Fig. 1: clock nets
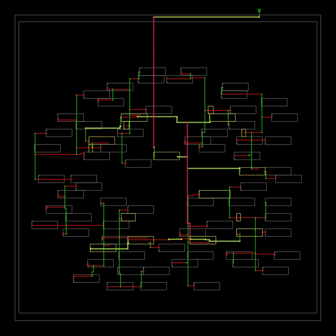
Fig. 2: close-up of the layout
Region (42, 42) to (67, 67) um. Cells in grey, sequential cells in the stronger grey; small squares are vias.
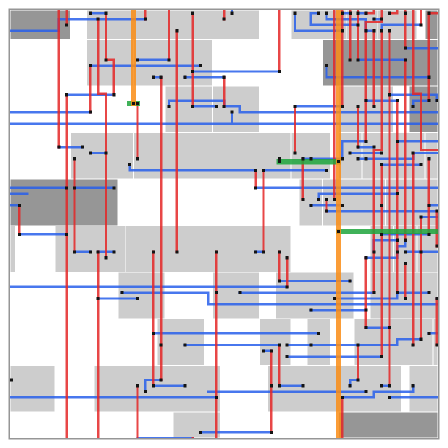
## src/rtl/byte_unstriper.sv

```systemverilog
// Byte unstriper: aligns on a run of COM characters, then reassembles four
// consecutive bytes into one lane word. Optional partial-word flush: UNSTRIPE_TIMEOUT_EN.

module byte_unstriper_lane (
  input  logic       clk_f,
  input  logic       reset,
  input  logic       cap_en,
  input  logic [7:0] cap_data,
  input  logic       out_load,
  input  logic       out_keep,
  output logic [7:0] data_p,
  output logic       valid_p
);
  logic [7:0] hold_q, hold_d;
  logic [7:0] data_q, data_d;
  logic       valid_q, valid_d;

  always_comb begin
    hold_d  = hold_q;
    data_d  = data_q;
    valid_d = 1'b0;
    if (cap_en) hold_d = cap_data;
    // The last lane is captured on the same edge the word is published.
    if (out_load) begin
      data_d  = out_keep ? (cap_en ? cap_data : hold_q) : 8'h00;
      valid_d = out_keep;
    end
  end

  always_ff @(posedge clk_f or posedge reset) begin
    if (reset) begin
      hold_q  <= 8'h00;
      data_q  <= 8'h00;
      valid_q <= 1'b0;
    end else begin
      hold_q  <= hold_d;
      data_q  <= data_d;
      valid_q <= valid_d;
    end
  end

  assign data_p  = data_q;
  assign valid_p = valid_q;
endmodule

module byte_unstriper #(
  parameter logic [7:0] COM        = 8'hBC,
  parameter int         SYNC_COUNT = 4,
  parameter int         TIMEOUT    = 8
) (
  input  logic       clk_f,
  input  logic       reset,
  input  logic [7:0] data_in,
  input  logic       valid_in,
  output logic [7:0] data_0p,
  output logic [7:0] data_1p,
  output logic [7:0] data_2p,
  output logic [7:0] data_3p,
  output logic       valid_0p,
  output logic       valid_1p,
  output logic       valid_2p,
  output logic       valid_3p,
  output logic       active
);
  localparam int         NUM_LANES = 4;
  localparam logic [3:0] SYNC_LAST = 4'(SYNC_COUNT - 1);

  if (SYNC_COUNT < 1 || SYNC_COUNT > 15 || TIMEOUT < 2 || TIMEOUT > 15) begin : g_bad_param
    $error("byte_unstriper: SYNC_COUNT or TIMEOUT out of range");
  end

  typedef enum logic {SEARCH = 1'b0, SYNCED = 1'b1} state_t;

  state_t     state_q, state_d;
  logic [1:0] slot_q, slot_d;
  logic [3:0] sync_cnt_q, sync_cnt_d;
  logic       active_q, active_d;
  logic       take, complete, flush, out_load;
  logic [NUM_LANES-1:0]      cap_en, out_keep, valid_p;
  logic [NUM_LANES-1:0][7:0] data_p;

`ifdef UNSTRIPE_TIMEOUT_EN
  localparam logic [3:0] TO_LAST = 4'(TIMEOUT - 1);
  logic [3:0] idle_cnt_q, idle_cnt_d;

  // Only idle cycles with a partially filled word count toward a flush.
  always_comb begin
    idle_cnt_d = 4'd0;
    flush      = 1'b0;
    if (state_q == SYNCED && slot_q != 2'd0 && !valid_in) begin
      if (idle_cnt_q == TO_LAST) flush = 1'b1;
      else                       idle_cnt_d = idle_cnt_q + 4'd1;
    end
  end

  always_ff @(posedge clk_f or posedge reset) begin
    if (reset) idle_cnt_q <= 4'd0;
    else       idle_cnt_q <= idle_cnt_d;
  end
`else
  assign flush = 1'b0;
`endif

  always_comb begin
    state_d    = state_q;
    slot_d     = slot_q;
    sync_cnt_d = sync_cnt_q;
    take       = 1'b0;
    complete   = 1'b0;
    case (state_q)
      SEARCH: begin
        if (valid_in) begin
          if (data_in == COM) begin
            if (sync_cnt_q == SYNC_LAST) begin
              state_d    = SYNCED;
              slot_d     = 2'd0;
              sync_cnt_d = 4'd0;
            end else begin
              sync_cnt_d = sync_cnt_q + 4'd1;
            end
          end else begin
            sync_cnt_d = 4'd0;
          end
        end
      end
      SYNCED: begin
        // COM at a word boundary is idle fill; inside a word it is payload.
        take     = valid_in && !(slot_q == 2'd0 && data_in == COM);
        complete = take && slot_q == 2'd3;
        if (take)       slot_d = slot_q + 2'd1;
        else if (flush) slot_d = 2'd0;
      end
      default: state_d = SEARCH;
    endcase
    active_d = (state_d == SYNCED);
  end

  always_ff @(posedge clk_f or posedge reset) begin
    if (reset) begin
      state_q    <= SEARCH;
      slot_q     <= 2'd0;
      sync_cnt_q <= 4'd0;
      active_q   <= 1'b0;
    end else begin
      state_q    <= state_d;
      slot_q     <= slot_d;
      sync_cnt_q <= sync_cnt_d;
      active_q   <= active_d;
    end
  end

  assign out_load = complete | flush;

  for (genvar i = 0; i < NUM_LANES; i++) begin : g_lane
    assign cap_en[i]   = take && (slot_q == 2'(i));
    assign out_keep[i] = complete || (slot_q > 2'(i));
    byte_unstriper_lane u_lane (
      .clk_f    (clk_f),
      .reset    (reset),
      .cap_en   (cap_en[i]),
      .cap_data (data_in),
      .out_load (out_load),
      .out_keep (out_keep[i]),
      .data_p   (data_p[i]),
      .valid_p  (valid_p[i])
    );
  end

  assign data_0p  = data_p[0];
  assign data_1p  = data_p[1];
  assign data_2p  = data_p[2];
  assign data_3p  = data_p[3];
  assign valid_0p = valid_p[0];
  assign valid_1p = valid_p[1];
  assign valid_2p = valid_p[2];
  assign valid_3p = valid_p[3];
  assign active   = active_q;
endmodule

```

## config.mk

```make
export PLATFORM = sky130hd
export DESIGN_NAME = byte_unstriper
export DESIGN_NICKNAME = d
export VERILOG_FILES = /design/src/rtl/byte_unstriper.sv
export SDC_FILE = /design/constraint.sdc
export NUM_CORES = 1
export LEC_CHECK = 0
export CAP_MARGIN = 20
export CORE_UTILIZATION = 25
export DETAILED_ROUTE_END_ITERATION = 16
export PLACE_DENSITY = 0.51
export REMOVE_ABC_BUFFERS = 1
export SETUP_SLACK_MARGIN = 0.5
export SKIP_CTS_REPAIR_TIMING = 1
export SYNTH_ARGS = -nofsm -noshare
export SYNTH_HDL_FRONTEND = slang
export SYNTH_SLANG_ARGS = --single-unit
```

## constraint.sdc

```tcl
create_clock -name clk_f -period 2.6 [get_ports clk_f]
set_clock_uncertainty 0.2 [all_clocks]
set_input_delay 0.52 -clock clk_f [delete_from_list [all_inputs] [get_ports clk_f]]
set_output_delay 0.52 -clock clk_f [all_outputs]
set_load 0.03 [all_outputs]
```

==> impl_metrics.py <==
# Synthesis and PnR figures
metrics = {
    "power_and_ir_drop": {
        "power_frac_clock_pct": 51.1,
        "switchingPower_mw": 0.470,
        "fin_total_pwr_mw": 2.30,
        "p_comb_mw": 0.106,
        "peakVddDrop_mv": 0.267,
        "power_leader": "the clock network",
        "switching_share_pct": 20.4,
        "combPwrFrac_pct": 4.6,
        "p_int_mw": 1.83,
        "p_per_area_nw_per_um2": 559,
        "seqPwrFrac_pct": 44.3,
    },
    "synthesis": {
        "ys_seq_share_pct": 57.4,
        "avgSynthCellArea_um2": 12.3,
        "synthesis.area_um2": 2840,
        "synthAdderAreaFrac_pct": 2.21,
        "postSynth.asyncResetShare_pct": 100,
        "synth.top_cell.area_share_pct": 57.4,
        "edf_count": 0,
        "synth.logic.top_family": "multiplexers",
        "top_cells_by_area": "dfrtp_1 (57%), mux2_2 (12%), mux2i_1 (6.4%)",
        "top_cell": "dfrtp_1",
        "synth_cell_types": 35,
        "synthAoiAreaFrac_pct": 6.93,
        "xor_share_pct": 0,
        "mux_area_share_pct": 19.2,
    },
    "detailed_routing": {
        "drt_wl_total_mm": 6.21,
        "vias_per_cell": 4.31,
        "firstDrtPassIters": 4,
        "route.met2.wl_mm": 2.84,
        "met3_length_um": 302,
        "wl_met1_mm": 2.97,
        "wl_per_cell_um": 13.7,
        "drcViolationCount": 0,
    },
    "global_routing": {
        "grt_use_total_pct": 11.8,
        "grt_use_met2_pct": 17.6,
        "grt_pass1_vias": 2002,
        "grt_max_degree": 66,
        "overflow": 0,
        "grtUsageMet3_pct": 4.52,
        "grt_pass1_wl_mm": 10.2,
        "antenna_found_initial": 0,
        "met1_usage_pct": 15.4,
    },
    "setup_path": {
        "crit_start": "g_lane[0].u_lane.data_p[3]$_DFFE_PP0P_",
        "critPathKind": "reg2out",
        "cp_data_required_time_ns": 1.88,
        "cp.arrival_ns": 1.35,
        "critPathTopFamily": "buffers and inverters",
        "path_depth": 1,
        "rr_startpoint": "slot_q[1]$_DFFE_PP0P_",
        "crit_path_top_delay_cell": "clkdlybuf4s50_1",
        "max_stage_delay_ns": 0.67,
        "r2r_cells": 7,
        "cp_max_fo": 2,
        "rr_endpoint": "g_lane[0].u_lane.data_p[7]$_DFFE_PP0P_",
        "crit_path_end_kind": "output port",
    },
    "placed_design": {
        "dpl_worst_slack_ns": -0.0844,
        "gp_congestion": 0.754,
        "dpl.hpwl_mm": 4.34,
        "numPortBuffers": 47,
        "placed_area_um2": 3680,
    },
    "sta": {
        "timing.fmax_mhz": 483,
        "finalHoldViolCount": 0,
        "worst_slack_ns": 0.531,
        "finalSetupViolations": 0,
        "setup_tns_ns": 0,
        "period_needed_ns": 2.07,
    },
    "floorplan": {
        "chip_area_um2": 11800,
        "initial_utilization_pct": 25.9,
        "dieHeight_um": 108,
        "core_area_um2": 10900,
        "ios": 48,
        "tap_cells": 140,
        "num_rows": 38,
    },
    "finish": {
        "comb_cells": 147,
        "lay_top_cells": "dfrtp_1 (65), nand2_1 (45), dlymetal6s2s_1 (35)",
        "inv_count": 7,
        "final_area_um2": 4110,
        "largest_class": "sequential cells",
        "largest_reg_flops": 32,
        "nNonClkBuffers": 78,
        "fin_util_pct": 37.6,
        "fill_cells": 1118,
        "nClkBuffers": 13,
        "layout.nonclk_buf_share_pct": 20.4,
        "drive_gt1_share_pct": 29.4,
        "ff_latch_area_um2": 1630,
        "clk_share_pct": 7.06,
        "combGateArea_um2": 1150,
        "instances_no_fill": 453,
        "sh_comb_area_pct": 28.1,
    },
    "job": {
        "warning_count": 28,
        "drv_cap": 0,
    },
    "run_status": {
        "status": "complete, no violations",
    },
    "clock_network": {
        "clockBufferDepth": 2,
        "root_buffer": "clkbuf_16",
    },
    "min_path": {
        "min-delay-start": "g_lane[2].u_lane.data_p[3]$_DFFE_PP0P_",
    },
}
About Fig. 1:
flip-flops: 65
Worst-Skew Late Latency: 0.33 ns
Clk. pwr: 1.17 mW
clock sinks: 65
Inserted Clock Buffers: 9

About Fig. 2:
Key: met2 = red; met3 = green; met4 = orange; met1 = blue
Most frequent: buf_4 (7). Sequential cells in the window: 3. Netlist names of flops here include g_lane.u_lane.hold_q (2), active (1). 34 logic cells have their middle in the window.

Power and IR drop assume default switching activity.
